<file path="src/rtl/pipe_ctrl_pkg.sv">
// Shared definitions for the pipeline controller: stage indices, stall encodings
// and the flush sequencer state type.
package pipe_ctrl_pkg;

  localparam int NUM_STAGES = 6;
  localparam int NUM_REQ    = 4;

  localparam int STG_PC  = 0;
  localparam int STG_IF  = 1;
  localparam int STG_ID  = 2;
  localparam int STG_EX  = 3;
  localparam int STG_MEM = 4;
  localparam int STG_WB  = 5;

  localparam logic STOP    = 1'b1;
  localparam logic NO_STOP = 1'b0;

  typedef enum logic {
    ST_RUN   = 1'b0,
    ST_FLUSH = 1'b1
  } ctrl_state_t;

endpackage

</file>
<file path="src/rtl/pipe_stall_encoder.sv">
// Combinational prefix encoder: the highest requesting stage k stalls
// every stage from PC up to k+1, so the stalled region is always contiguous.
module pipe_stall_encoder
  import pipe_ctrl_pkg::*;
(
  input  logic [NUM_REQ-1:0]    stall_req,
  output logic [NUM_STAGES-1:0] stall
);

  // Request index k lives at stall bit k+1, so bit j stops when any k >= j-1 requests.
  always_comb begin
    stall = '0;
    for (int j = 0; j < NUM_STAGES; j++) begin
      stall[j] = NO_STOP;
      for (int k = 0; k < NUM_REQ; k++) begin
        if (stall_req[k] && (j <= k + 1)) begin
          stall[j] = STOP;
        end
      end
    end
  end

endmodule

</file>
<file path="src/rtl/pipeline_ctrl.sv">
// Central pipeline controller: stall merging, exception/ERET flush sequencing and PC redirect.
// Optional performance counters are built only when PIPE_CTRL_PERF_EN is defined.
module pipeline_ctrl
  import pipe_ctrl_pkg::*;
#(
  parameter int                    ADDR_WIDTH   = 32,
  parameter logic [ADDR_WIDTH-1:0] EXC_VECTOR   = ADDR_WIDTH'(32'hBFC00380),
  parameter int                    FLUSH_CYCLES = 1
) (
  input  logic                  clk,
  input  logic                  rst,
  input  logic [NUM_REQ-1:0]    stall_req,
  input  logic                  exc_req,
  input  logic                  exc_is_eret,
  input  logic [ADDR_WIDTH-1:0] epc_in,
  output logic [NUM_STAGES-1:0] stall,
  output logic                  flush,
  output logic                  redirect_valid,
  output logic [ADDR_WIDTH-1:0] redirect_pc,
  output logic [31:0]           perf_stall_cnt,
  output logic [31:0]           perf_flush_cnt
);

  localparam int              CNT_W    = (FLUSH_CYCLES > 1) ? $clog2(FLUSH_CYCLES) : 1;
  localparam logic [CNT_W-1:0] CNT_LOAD = CNT_W'(FLUSH_CYCLES - 1);

  ctrl_state_t           state, state_next;
  logic [CNT_W-1:0]      cnt, cnt_next;
  logic                  redirect_valid_next;
  logic [ADDR_WIDTH-1:0] redirect_pc_next;
  logic [NUM_STAGES-1:0] enc_stall;

  pipe_stall_encoder u_stall_encoder (
    .stall_req (stall_req),
    .stall     (enc_stall)
  );

  always_ff @(posedge clk) begin
    if (rst) begin
      state          <= ST_RUN;
      cnt            <= '0;
      redirect_valid <= 1'b0;
      redirect_pc    <= '0;
    end else begin
      state          <= state_next;
      cnt            <= cnt_next;
      redirect_valid <= redirect_valid_next;
      redirect_pc    <= redirect_pc_next;
    end
  end

  // Exceptions are only accepted in RUN; during FLUSH the younger instructions are already dead.
  always_comb begin
    state_next          = state;
    cnt_next            = cnt;
    redirect_valid_next = 1'b0;
    redirect_pc_next    = redirect_pc;
    flush               = 1'b0;
    stall               = enc_stall;
    case (state)
      ST_RUN: begin
        if (exc_req) begin
          state_next          = ST_FLUSH;
          cnt_next            = CNT_LOAD;
          redirect_valid_next = 1'b1;
          redirect_pc_next    = exc_is_eret ? epc_in : EXC_VECTOR;
        end
      end
      ST_FLUSH: begin
        flush = 1'b1;
        stall = '0;
        if (cnt == '0) begin
          state_next = ST_RUN;
        end else begin
          cnt_next = cnt - CNT_W'(1);
        end
      end
      default: begin
        state_next = ST_RUN;
      end
    endcase
  end

`ifdef PIPE_CTRL_PERF_EN
  logic [31:0] stall_cnt_q;
  logic [31:0] flush_cnt_q;
  logic        enter_flush;

  assign enter_flush = (state == ST_RUN) && exc_req;

  // Both counters wrap naturally at 2^32.
  always_ff @(posedge clk) begin
    if (rst) begin
      stall_cnt_q <= '0;
      flush_cnt_q <= '0;
    end else begin
      if (stall[STG_PC] == STOP) begin
        stall_cnt_q <= stall_cnt_q + 32'd1;
      end
      if (enter_flush) begin
        flush_cnt_q <= flush_cnt_q + 32'd1;
      end
    end
  end

  assign perf_stall_cnt = stall_cnt_q;
  assign perf_flush_cnt = flush_cnt_q;
`else
  assign perf_stall_cnt = 32'd0;
  assign perf_flush_cnt = 32'd0;
`endif

endmodule

</file>
<file path="config.mk">
export PLATFORM = sky130hd
export DESIGN_NAME = pipeline_ctrl
export DESIGN_NICKNAME = d
export VERILOG_FILES = /design/src/rtl/pipe_ctrl_pkg.sv /design/src/rtl/pipe_stall_encoder.sv /design/src/rtl/pipeline_ctrl.sv
export SDC_FILE = /design/constraint.sdc
export NUM_CORES = 1
export LEC_CHECK = 0
export CORE_ASPECT_RATIO = 1.2
export CORE_UTILIZATION = 34
export DETAILED_ROUTE_END_ITERATION = 12
export PLACE_DENSITY = 0.81
export SLEW_MARGIN = 40
export SYNTH_ARGS = -nofsm -noshare
export SYNTH_HDL_FRONTEND = slang
export SYNTH_SLANG_ARGS = --single-unit
</file>
<file path="constraint.sdc">
create_clock -name clk -period 1.6 [get_ports clk]
set_clock_uncertainty 0.05 [all_clocks]
set_input_delay 0.16 -clock clk [delete_from_list [all_inputs] [get_ports clk]]
set_output_delay 0.16 -clock clk [all_outputs]
set_load 0.03 [all_outputs]
</file>
### Wiring by layer, run 1

Only two layers are drawn.
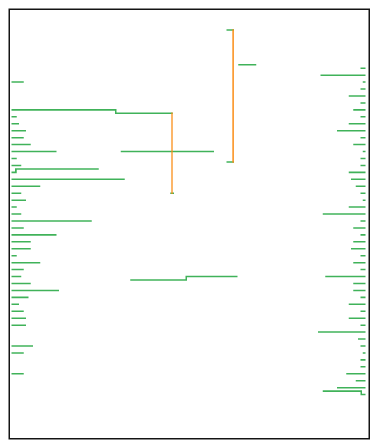
Key: M3 = green [wire length 336 um]; M4 = orange [wire length 41.5 um]

### Wiring heat map, run 1

The die is cut into 14 by 17 equal tiles; white is low, dark blue is high, scaled to the fullest tile. Values are wire area over tile area, all layers added.
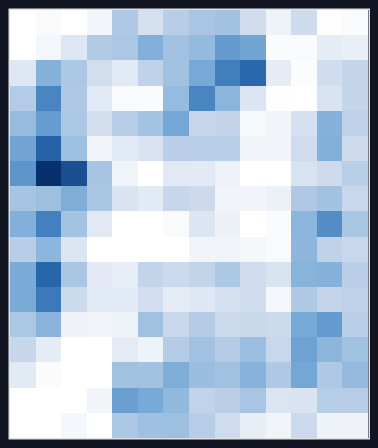
The fullest tile reaches 0.44. 9.7% of the tiles are over half the peak. 11% of the tiles are nearly empty.

### The metal 2 layer, run 1

The bar under the picture is 20 um long.
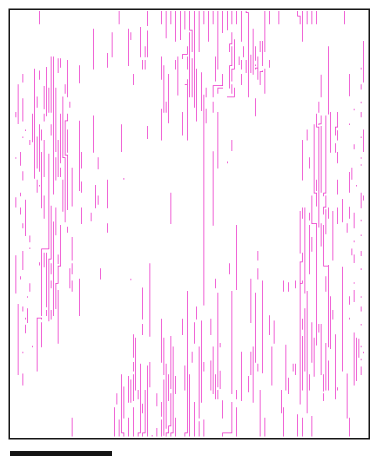
The wires run mostly vertical. The layer carries 2110 um of wire. 303 nets have wire on it. The layer holds 53% of the routed length.

### Port wiring, run 1

The bar under the picture is 20 um long.
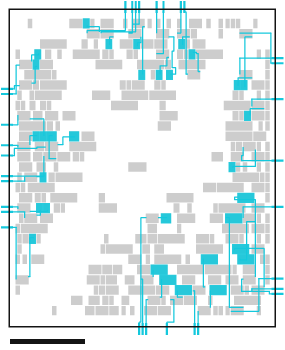
Key: epc_in = cyan [bits 32, direction input, end cells 32, buffers 32, wire 591 um]

==> impl_metrics.json, run 1 <==
{
  "grt_util_met3": 0.0507,
  "seq_share": 0.262,
  "setup_slack_ns": 0.0873,
  "n_tap_cell": 62,
  "design_area_um2": 2530,
  "hold_viol_final": 0,
  "most_common_cell": "buf_4",
  "crit_family": "buffers and inverters",
  "synth.distinct_cells": 20,
  "cts_max_level": 2,
  "ff_type": "dfxtp_1",
  "n_all_inverters": 1,
  "r2r-end": "redirect_pc[5]",
  "boundaryPins": 144,
  "chip_area_um2": 5880,
  "via_count": 1529,
  "crit_path_max_incr_delay_ns": 0.70,
  "core_area_um2": 5330,
  "clock_sinks": 33,
  "wirelength_mm": 3.97,
  "reg.largest.list": "redirect_pc (32), state (1)",
  "rrSetupSlack_ns": 0.35,
  "cts_hold_buf": 0,
  "syn_area_um2": 1900,
  "synth.mux.area_fraction": 0,
  "fin_cells": 361,
  "clock_net_power_mw": 0.602,
  "ctsRootBufferMaster": "clkbuf_8",
  "pre_cts_slack_ns": -0.0875,
  "synth_area_leader_cell": "dfxtp_1",
  "clkTransAtPathRegs_ns": 0.06,
  "post_cts_buffers": 0,
  "finalPower_mw": 2.19,
  "mostFrequentLayoutCell": "clkdlybuf4s50_1",
  "gp_congestion": 0.672,
  "grt_usage": 0.140,
  "clock_power_share": 0.275,
  "syn_inst": 222,
  "drc": 0,
  "grt_use_met1": 0.148,
  "whs_ns": 0.398,
  "maxPowerGroup": "sequential cells",
  "nFillCells": 531,
  "switching_share": 0.357,
  "aoi_share": 0.0574,
  "setup.worst_path.start_class": "register",
  "xor_share": 0,
  "drt_first_pass_iters": 4,
  "outcome": "finished, final reports clean",
  "ctsResizeCount": 3,
  "drv_cap": 0,
  "p_sw_mw": 0.781,
  "crit_path_end": "redirect_pc[14]",
  "wl_met2_mm": 2.11,
  "area_growth_syn_to_layout_pct": 33.2,
  "p_seq_mw": 0.892
}
==> run 2: changes to the inputs <==
- ABC_AREA: default -> 1
- CORE_UTILIZATION: 34 -> 37
- PLACE_DENSITY: 0.81 -> 0.82
- SYNTH_HIERARCHICAL: default -> 1
### The metal 2 layer, run 2

The bar under the picture is 20 um long.
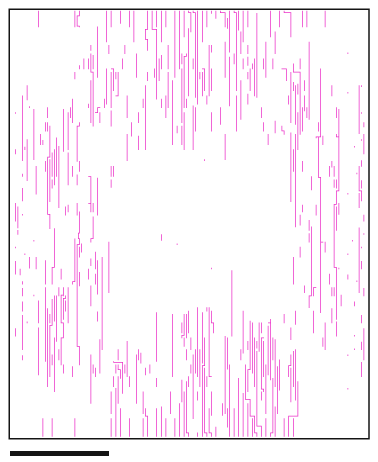
The longest straight run is 27.4 um. 348 nets have wire on it. The layer holds 52% of the routed length. The layer carries 2130 um of wire. The wires run mostly vertical.

### Wiring by layer, run 2

Only two layers are drawn.
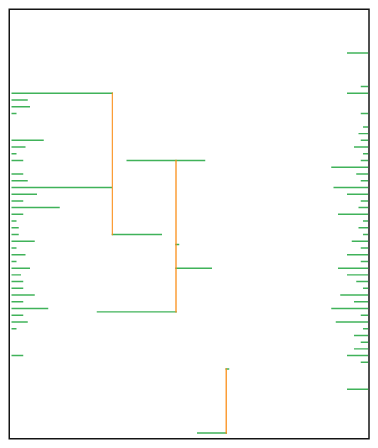
Key: M4 = orange [wire length 72.1 um]; M3 = green [wire length 289 um]

==> run 2 against run 1 <==
  * Wire length is 4.2% higher
  * Sequential share of layout area fell by 3.3 points
  * Count of clock-buffer cells in the layout up 1
  * Critical path depth is the same
  * Largest power group unchanged
  * Non-clock buffer count down 4
  * Combinational power grew 21%
  * Largest cell class unchanged
==> impl_metrics.json, run 2 <==
{
  "p_sw_mw": 0.871,
  "crit_path_max_incr_delay_ns": 0.68,
  "clock_sinks": 33,
  "p_seq_mw": 0.917,
  "pre_cts_slack_ns": 0.261,
  "grt_use_met1": 0.143,
  "crit_family": "buffers and inverters",
  "clock_power_share": 0.312,
  "clock_net_power_mw": 0.798,
  "area_growth_syn_to_layout_pct": 31.0,
  "ctsResizeCount": 0,
  "most_common_cell": "nand2_1",
  "drc": 0,
  "setup.worst_path.start_class": "register",
  "core_area_um2": 5710,
  "synth.mux.area_fraction": 0,
  "nFillCells": 622,
  "finalPower_mw": 2.55,
  "boundaryPins": 144,
  "n_all_inverters": 74,
  "ff_type": "dfxtp_1",
  "aoi_share": 0,
  "r2r-end": "redirect_pc[22]",
  "switching_share": 0.341,
  "rrSetupSlack_ns": 0.31,
  "syn_inst": 362,
  "whs_ns": 0.380,
  "reg.largest.list": "redirect_pc (32), state (1)",
  "syn_area_um2": 2200,
  "wl_met2_mm": 2.13,
  "drt_first_pass_iters": 4,
  "xor_share": 0,
  "ctsRootBufferMaster": "clkbuf_8",
  "outcome": "finished, final reports clean",
  "crit_path_end": "redirect_pc[3]",
  "gp_congestion": 0.714,
  "grt_usage": 0.136,
  "post_cts_buffers": 0,
  "via_count": 1871,
  "synth_area_leader_cell": "dfxtp_1",
  "maxPowerGroup": "sequential cells",
  "wirelength_mm": 4.14,
  "cts_max_level": 2,
  "seq_share": 0.229,
  "synth.distinct_cells": 13,
  "chip_area_um2": 6270,
  "design_area_um2": 2890
}
==> run 3: changes to the inputs <==
- CTS_CLUSTER_SIZE: default -> 25
### Port wiring, run 3

The bar under the picture is 20 um long.
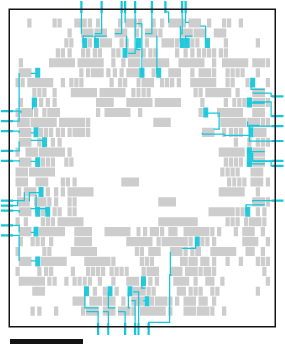
Key: epc_in = cyan [bits 32, direction input, end cells 32, buffers 32, wire 398 um]

### Cell placement, run 3

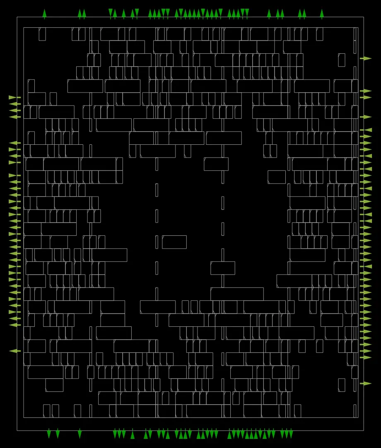
Flops: 33
tap cells: 80
Finished Layout Cells: 515
core region area: 5710 um^2
fraction of area in registers: 0.229

==> run 3 against run 2 <==
  * Maximum frequency is the same
  * Clock power about the same
  * Cell area is the same
  * Critical path type unchanged
  * Largest cell class unchanged
  * Highest routed layer unchanged
==> impl_metrics.json, run 3 <==
{
  "initial_core_util": 0.386,
  "wirelength_mm": 4.14,
  "post_cts_buffers": 0,
  "n_all_inverters": 74,
  "crit_path_max_incr_delay_ns": 0.68,
  "whs_ns": 0.380,
  "ctsRootBufferMaster": "clkbuf_8",
  "synth.mux.area_fraction": 0,
  "ctsResizeCount": 0,
  "drc": 0,
  "ff_type": "dfxtp_1",
  "r2r-end": "redirect_pc[22]",
  "most_common_cell": "nand2_1",
  "boundaryPins": 144,
  "grt_use_met1": 0.143,
  "topCombFamilyByArea": "buffers and inverters",
  "wl_met2_mm": 2.13,
  "switching_share": 0.341,
  "clock_net_power_mw": 0.798,
  "cts_max_level": 2,
  "yosysWarnings": 6,
  "chip_area_um2": 6270,
  "gp_congestion": 0.714,
  "arrival_ns": 1.30,
  "drt_first_pass_iters": 4,
  "crit_family": "buffers and inverters",
  "setup.worst_path.start_class": "register",
  "p_seq_mw": 0.917,
  "yosys-top-cells-area": "dfxtp_1 30%, buf_4 23%, nand2_1 17%",
  "grt_usage": 0.136,
  "syn_area_um2": 2200,
  "aoi_share": 0,
  "design_area_um2": 2890,
  "via_count": 1871,
  "reg.largest.list": "redirect_pc (32), state (1)",
  "clock_power_share": 0.312,
  "path_depth": 1,
  "path_cells": "clkdlybuf4s50_1",
  "fin_nets": 474,
  "pre_cts_slack_ns": 0.261,
  "outcome": "finished, final reports clean",
  "nFillCells": 622,
  "xor_share": 0,
  "finalPower_mw": 2.55,
  "rrSetupSlack_ns": 0.31,
  "synth.distinct_cells": 13,
  "p_sw_mw": 0.871,
  "area_growth_syn_to_layout_pct": 31.0,
  "syn_inst": 362
}
No activity file was given, so power comes from the tool's default toggle rates.
